<file path="config.mk">
export PLATFORM = sky130hd
export DESIGN_NAME = intr_ctrl
export DESIGN_NICKNAME = d
export VERILOG_FILES = /design/src/rtl/intr_ctrl.sv
export SDC_FILE = /design/constraint.sdc
export NUM_CORES = 1
export LEC_CHECK = 0
export CORE_UTILIZATION = 39
export CTS_CLUSTER_SIZE = 14
export DETAILED_ROUTE_END_ITERATION = 16
export PLACE_DENSITY = 0.77
export SLEW_MARGIN = 20
export SYNTH_ARGS = -nofsm -noshare
export SYNTH_HDL_FRONTEND = slang
export SYNTH_SLANG_ARGS = --single-unit
export TNS_END_PERCENT = 50
</file>
<file path="constraint.sdc">
create_clock -name CLK -period 1.45 [get_ports CLK]
set_input_delay 0.435 -clock CLK [delete_from_list [all_inputs] [get_ports CLK]]
set_output_delay 0.435 -clock CLK [all_outputs]
set_load 0.02 [all_outputs]
</file>
<file path="src/rtl/intr_ctrl.sv">
// intr_ctrl: edge-captured, fixed-priority interrupt controller for the RAT MCU.
// Optional macro INTR_SYNC_EN adds a two-flop synchronizer on each IRQ_IN bit.
module intr_ctrl #(
    parameter int          N_SRC    = 4,
    parameter logic [9:0]  VEC_BASE = 10'h3F8,
    localparam int         IDW      = (N_SRC > 1) ? $clog2(N_SRC) : 1
) (
    input  logic             CLK,
    input  logic             RESET,
    input  logic [N_SRC-1:0] IRQ_IN,
    input  logic             I_SET,
    input  logic             I_CLR,
    input  logic             MASK_WE,
    input  logic [N_SRC-1:0] MASK_DIN,
    input  logic             INSTR_DONE,
    input  logic             INTR_ACK,
    input  logic             RETI,
    output logic             INTERRUPT,
    output logic [9:0]       INTR_VEC,
    output logic [IDW-1:0]   INTR_ID,
    output logic             I_FLAG,
    output logic [N_SRC-1:0] IRQ_PEND,
    output logic             IN_SERVICE
);

    typedef enum logic [1:0] {IDLE, REQ, SERVICE} state_t;

    state_t             state;
    state_t             state_nxt;
    logic [N_SRC-1:0]   cur;
    logic [N_SRC-1:0]   prev;
    logic [N_SRC-1:0]   rise;
    logic [N_SRC-1:0]   mask;
    logic [N_SRC-1:0]   eligible;
    logic [N_SRC-1:0]   clr;
    logic [IDW-1:0]     sel_id;
    logic               any;
    logic               take;
    logic               ack;

`ifdef INTR_SYNC_EN
    logic [N_SRC-1:0]   sync1;
    logic [N_SRC-1:0]   sync2;

    // two-flop synchronizer for asynchronous board inputs
    always_ff @(posedge CLK) begin
        if (RESET) begin
            sync1 <= '0;
            sync2 <= '0;
        end else begin
            sync1 <= IRQ_IN;
            sync2 <= sync1;
        end
    end

    assign cur = sync2;
`else
    assign cur = IRQ_IN;
`endif

    assign rise     = cur & ~prev;
    assign eligible = IRQ_PEND & mask;
    assign any      = |eligible;
    assign ack      = (state == REQ) & INTR_ACK;
    assign take     = (state == IDLE) & I_FLAG & any & INSTR_DONE;
    assign INTR_VEC = VEC_BASE + {{(10-IDW){1'b0}}, INTR_ID};

    // fixed priority: lowest eligible index wins
    always_comb begin
        sel_id = '0;
        for (int k = N_SRC - 1; k >= 0; k--) begin
            if (eligible[k]) sel_id = IDW'(k);
        end
    end

    // one-hot clear of the pending bit being acknowledged
    always_comb begin
        clr = '0;
        for (int k = 0; k < N_SRC; k++) begin
            clr[k] = ack & (INTR_ID == IDW'(k));
        end
    end

    // prev sample, pending bits (new edge beats ack clear) and mask
    always_ff @(posedge CLK) begin
        if (RESET) begin
            prev     <= '0;
            IRQ_PEND <= '0;
            mask     <= '1;
        end else begin
            prev     <= cur;
            IRQ_PEND <= (IRQ_PEND & ~clr) | rise;
            if (MASK_WE) mask <= MASK_DIN;
        end
    end

    // global enable: clear (I_CLR or ack) beats set
    always_ff @(posedge CLK) begin
        if (RESET)             I_FLAG <= 1'b0;
        else if (I_CLR | ack)  I_FLAG <= 1'b0;
        else if (I_SET)        I_FLAG <= 1'b1;
    end

    // source index is frozen from request through service
    always_ff @(posedge CLK) begin
        if (RESET)     INTR_ID <= '0;
        else if (take) INTR_ID <= sel_id;
    end

    // state register
    always_ff @(posedge CLK) begin
        if (RESET) state <= IDLE;
        else       state <= state_nxt;
    end

    // next-state logic
    always_comb begin
        state_nxt = state;
        unique case (state)
            IDLE:    if (take) state_nxt = REQ;
            REQ: begin
                if (INTR_ACK)   state_nxt = SERVICE;
                else if (I_CLR) state_nxt = IDLE;
            end
            SERVICE: if (RETI) state_nxt = IDLE;
            default: state_nxt = IDLE;
        endcase
    end

    // Moore outputs
    always_comb begin
        INTERRUPT  = 1'b0;
        IN_SERVICE = 1'b0;
        unique case (state)
            IDLE:    ;
            REQ:     INTERRUPT  = 1'b1;
            SERVICE: IN_SERVICE = 1'b1;
            default: ;
        endcase
    end

endmodule

</file>
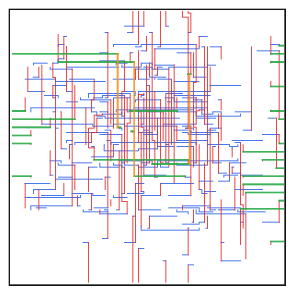
*Signal wires by layer, run 1*
Drawn at 6 px/µm.
- green: met3 (wire length 148 µm)
- orange: met4 (wire length 46.2 µm)
- blue: met1 (wire length 679 µm)
- red: met2 (wire length 812 µm)
Avg WL per Cell: 11.86 µm
final wirelength: 1.684 mm

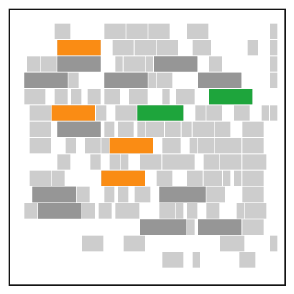
*Register map, names as in the netlist, run 1*
Drawn at 6 px/µm.
- orange: IRQ_PEND (placed flops 4)
- green: INTR_ID (placed flops 2)
Seq power: 507 µW
Util after Layout: 0.6227
FF+latch area: 344.1 µm²
sequential share of cell area: 0.3132

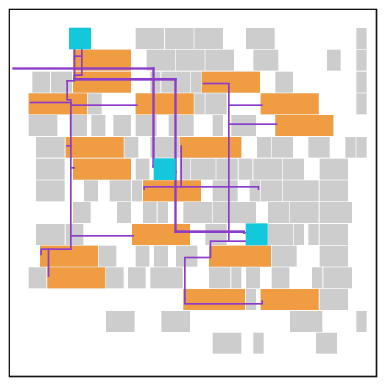
*Clock distribution, run 1*
Drawn at 8 px/µm.
- orange: flip-flops (count 17)
- purple: clock wires (length 217 µm)
- cyan: cells driving clock nets (count 3)
- routed clock nets: 4
Clk. pwr: 255 µW
clk_skew: 8.470 ps
worst-skew pair later-pin latency: 300 ps
Clock power frac: 0.268

==> results.txt, run 1 <==
impl run done, here's what came out: pre-CTS setup slack=-178.8 ps, Setup Viol. Count Final=0, largest power group=sequential cells, dominant logic cell type in the layout=clkdlybuf4s50_1, Die X=45.73 µm, Multi-In Gates=54, min cycle time layout=1429 ps, combinational share of cell area=0.3041, clk slew on worst S/H paths=100 ps, GR Overflow Total=0, yosys warns=0, CTS root buf=clkbuf_4, yosys stat area=745.7 µm², 1st-iter DRT viols=5, comb pwr=189 µW, die height=45.73 µm, cells in synth_stat.txt=80, Pins Over Slew Limit=0, # rows=15, Comb power frac=0.199, Worst EP required=1020 ps, Layout area overhead=47.31%, Clock Path Buffers=2, switching power total=253.7 µW, Unique cell types=24, clkbuf count=4, Adder Area Share=0, CP Class=flip-flop to primary output, post-cts hold-fix buffer tally=0, internal cell power=697.8 µW, Post-Place Cells=137, cell accounting for the most synthesized area=dfxtp_1, core area=1764 µm², vias post-DR=654, XOR/XNOR share of the synthesized area=0, Sw Share=0.2666, outcome=finished clean, DR pass1 iterations=4, Final ANT Viol Nets=0, nonclk buf count=39, Dominant combinational family=simple AND/OR/NAND/NOR gates, Max IR drop VDD=0.4719 mV, flop count=17, vias in the first global route=632, HP Class=flip-flop to flip-flop, Combinational Area=334.1 µm², Post-Synthesis Cells=80, Final Cell Area=1099 µm², n_taps=25, final hold violations=0, ao+oa area frac=0.1762, IO buf count=26, period utilization=0.9852, post_cts resized=29, GP Congestion=0.7692, Critical Path Sink Type=primary output, syn_area_per_cell=9.321 µm², non-clk buf share=0.3200, Power Density=866.1 nW/µm², setup ws final=21.43 ps, most frequent cells in the layout=clkdlybuf4s50_1, dfxtp_1, buf_4, conb_1, a21oi_1, htree depth=1, Fillers=164, CTS tree=built, Worst Path Max Fanout=3, hold slack=483.0 ps, max_cap viols=0, Die Area=2091 µm², n_diodes=0, CTS Buf Count=3, share of layout cells above drive strength 1=0.2650, RSZ-0062 raised after global routing=true, Nets=134, non-clock inverter total of the final layout=3, post-CTS setup buffer count=0, Pre-Place Util=0.4227, placed instance area=1067 µm², residual DRC count=0, Leak=0.4793 nW, Vias/cell=4.606, largest net degree at the start of global routing=10, Reg power frac=0.533, Synth area leaders=dfxtp_1, buf_4, a21oi_1, global-route wire length before repair=2.677 mm, crit path DAT=990 ps, tool warnings=27, Highest Clock Rate=0.7000 GHz, DP HPWL=1.305 mm, nature of the critical path startpoint=flip-flop, mux frac, synth=0.04027, Top-area cell share=0.4564, io pins=35, Post-synth regs=17, Simple Share, Synth=0.1913, Total GRT Usage=0.1916, cell area after synthesis=745.7 µm², initial antenna violation count=0, Seq share, synth=0.4564, Sink Count=17, Finished Layout Cells=142, largest class=buffers, clock-cell share of area=0.02392
==> run 1: synth_stat cells <==
cell and instances:
and3b_2 1, mux2i_1 3, a31o_1 1, conb_1 2, o21ai_0 4, o21ai_2 1, nor2b_1 5, a21oi_1 7
inv_1 3, and2b_2 2, buf_4 10, a32oi_1 1, nor4_1 1, a22o_1 1, a22o_2 1, nand2_1 6
nand2b_1 5, a211o_1 1, a2111oi_2 1, dfxtp_1 17, clkbuf_1 2, and4bb_2 1, nor2_1 3, a211oi_1 1
==> run 1: layer usage <==
layer / part of all wire / wire length [µm] / track usage / vias up
met2: 0.48 / 811 / 0.3371 / 32
met4: 0.027 / 46 / 0.1118 / 0
met5: 0 / 0 / 0 / -
met1: 0.40 / 679 / 0.1809 / 289
li1: - / - / - / 326
met3: 0.087 / 147 / 0.08730 / 7
==> run 1: worst max-delay path, stage by stage, from the launching register on <==
cell	delay, ps
dfxtp_2	340
and2b_2	220
buf_6	130
==> run 1: stage by stage <==
stage	setup TNS, ps	power, mW	utilization
finish	0	0.9515	0.6227
global route	-26.30	0.9989	0.6227
detailed placement	-1203	0.7117	0.6050
global placement	-995.5	0.7047	0.6050
floorplan	0	0.6234	-
CTS	0	0.9591	0.6206
==> run 1: worst paths after layout <==
check                   startpoint                      end  slack, ps  depth (start not counted)
max          state[0]$_SDFFE_PP0P_               IN_SERVICE         20                          2
min             prev[3]$_SDFF_PP0_   IRQ_PEND[3]$_SDFF_PP0_        480                          2
max reg2reg  state[0]$_SDFFE_PP0P_  INTR_ID[0]$_SDFFE_PP0P_        190                          5
min reg2reg     prev[3]$_SDFF_PP0_   IRQ_PEND[3]$_SDFF_PP0_        480                          2
==> run 1: state kept, by name, summed over array words and instances (netlist names) <==
signal and count:
prev 4, mask 4, IRQ_PEND 4, I_FLAG 1, INTR_ID 2, state 2
==> inputs of run 2 (changes only) <==
--- a/config.mk
+++ b/config.mk
@@ -5,6 +5,7 @@
 export SDC_FILE = /design/constraint.sdc
 export NUM_CORES = 1
 export LEC_CHECK = 0
+export CORE_MARGIN = 4
 export CORE_UTILIZATION = 39
 export CTS_CLUSTER_SIZE = 14
 export DETAILED_ROUTE_END_ITERATION = 16
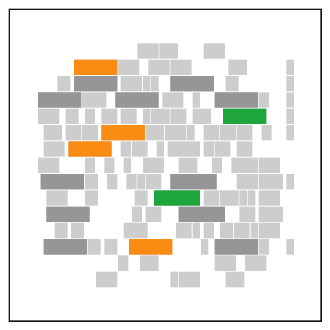
*Register map, names as in the netlist, run 2*
Drawn at 6 px/µm.
- green: INTR_ID (placed flops 2)
- orange: IRQ_PEND (placed flops 4)
- not colored: 11
Util after Layout: 0.6184
Seq power: 506 µW

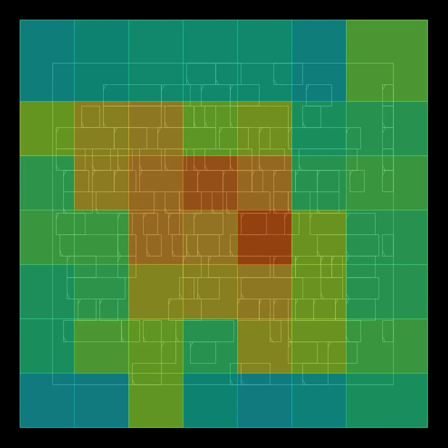
*Track usage over the die, run 2*
Total GRT Usage: 0.1379
GRT busiest layer: met2
M3 GR Usage: 0.06017
GR Layer Usage met1: 0.1459

==> results.txt, run 2 <==
impl run done, here's what came out: Reg power frac=0.540, Finished Layout Cells=142, uppermost layer routed=met4, residual DRC count=0, n_diodes=0, io pins=35, Highest Clock Rate=0.6968 GHz, core area=1764 µm², Adder Area Share=0, ao+oa area frac=0.1762, CTS root buf=clkbuf_4, Max IR drop VDD=0.7644 mV, kind of cell adding the most delay to the critical path=flip-flops, dominant logic cell type in the layout=clkdlybuf4s50_1, largest net degree at the start of global routing=10, WP depth=2, HP Class=flip-flop to flip-flop, Critical Path Sink Type=primary output, cell accounting for the most synthesized area=dfxtp_1, initial antenna violation count=0, Seq share, synth=0.4564, IO buf count=26, min cycle time layout=1435 ps, critical path's largest stage delay=350 ps, crit path DAT=1000 ps, Nets=134, Post-synth top cells=dfxtp_1, buf_4, a21oi_1, nand2_1, hold slack=481.8 ps, period utilization=0.9898, Met3 Routed Length=180 µm, Simple Share, Synth=0.1913, worst-skew pair later-pin latency=290 ps, clk_skew=7.470 ps, largest power group=sequential cells, Setup Viol. Count Final=0, switching power total=242.2 µW, Power Density=859.4 nW/µm², DR pass1 iterations=4, Worst Path Max Fanout=3, Pins Over Slew Limit=0, Crit. Startpoint=state[0]$_SDFFE_PP0P_, Sw Share=0.2583, worst reg2reg endpoint=INTR_ID[0]$_SDFFE_PP0P_, comb pwr=187 µW, # rows=15, Sink Count=17, Vias/cell=4.718, htree depth=1, Post-Synthesis Cells=80, XOR/XNOR share of the synthesized area=0, cell area after synthesis=745.7 µm², outcome=finished clean, worst-case reg-to-reg path depth=5, Fillers=171, CTS tree=built, Clk. pwr=245 µW, Unique cell types=24, clk slew on worst S/H paths=90 ps, cells in synth_stat.txt=80, die height=51.73 µm, Yosys top cell by instances=dfxtp_1, Clock Path Buffers=2, Worst EP required=1020 ps, Global Route met2 Usage=0.2458, Worst Setup EP=IN_SERVICE
[run 2: cell counts after synthesis]
Identical to the previous run, type by type.
[run 2: worst min path at each step]
stage,from,cells after the start,to,slack [ps]
CTS,prev[0]$_SDFF_PP0_,2,IRQ_PEND[0]$_SDFF_PP0_,490
detailed placement,prev[0]$_SDFF_PP0_,2,IRQ_PEND[0]$_SDFF_PP0_,480
global route,prev[2]$_SDFF_PP0_,2,IRQ_PEND[2]$_SDFF_PP0_,510
finish,prev[0]$_SDFF_PP0_,2,IRQ_PEND[0]$_SDFF_PP0_,480
floorplan,prev[0]$_SDFF_PP0_,2,IRQ_PEND[0]$_SDFF_PP0_,460
global placement,prev[2]$_SDFF_PP0_,2,IRQ_PEND[2]$_SDFF_PP0_,470
[run 2: cell families (layout without fill, tap and decap cells)]
family / Yosys count / after routing
simple gates: 24 / 24
compound gates: 19 / 19
flops: 17 / 17
buf+inv: 15 / 46
mux: 3 / 3
other cells: 2 / 8
[run 2: area by class of cell]
class	instances	area [µm²]	share of cell area
inverter	3	11.26	0.01032
clock buffer	4	26.28	0.02408
multi-input combinational	54	334.1	0.3062
tap	25	31.28	0.02867
sequential	17	344.1	0.3154
timing repair buffer	39	344.1	0.3154
[run 2: through the flow]
step             util  instance area (µm²)  power, mW
6_report       0.6184                 1091     0.9377
5_1_grt        0.6184                 1091     0.9920
3_5_place_dp   0.6007                 1060     0.7096
2_1_floorplan       -                768.2     0.6234
4_1_cts        0.6085                 1074     0.9464
3_3_place_gp   0.6007                 1060     0.7049
[run 2: repair_timing]
| action | in CTS | in global routing |
|---|---|---|
| endpoints found under the setup margin | 11 | 6 |
| pin swaps | 0 | 0 |
| hold buffers | 0 | 0 |
| buffers inserted | 0 | 2 |
| gates resized | 24 | 11 |
Power is estimated from default activity; no workload was simulated.
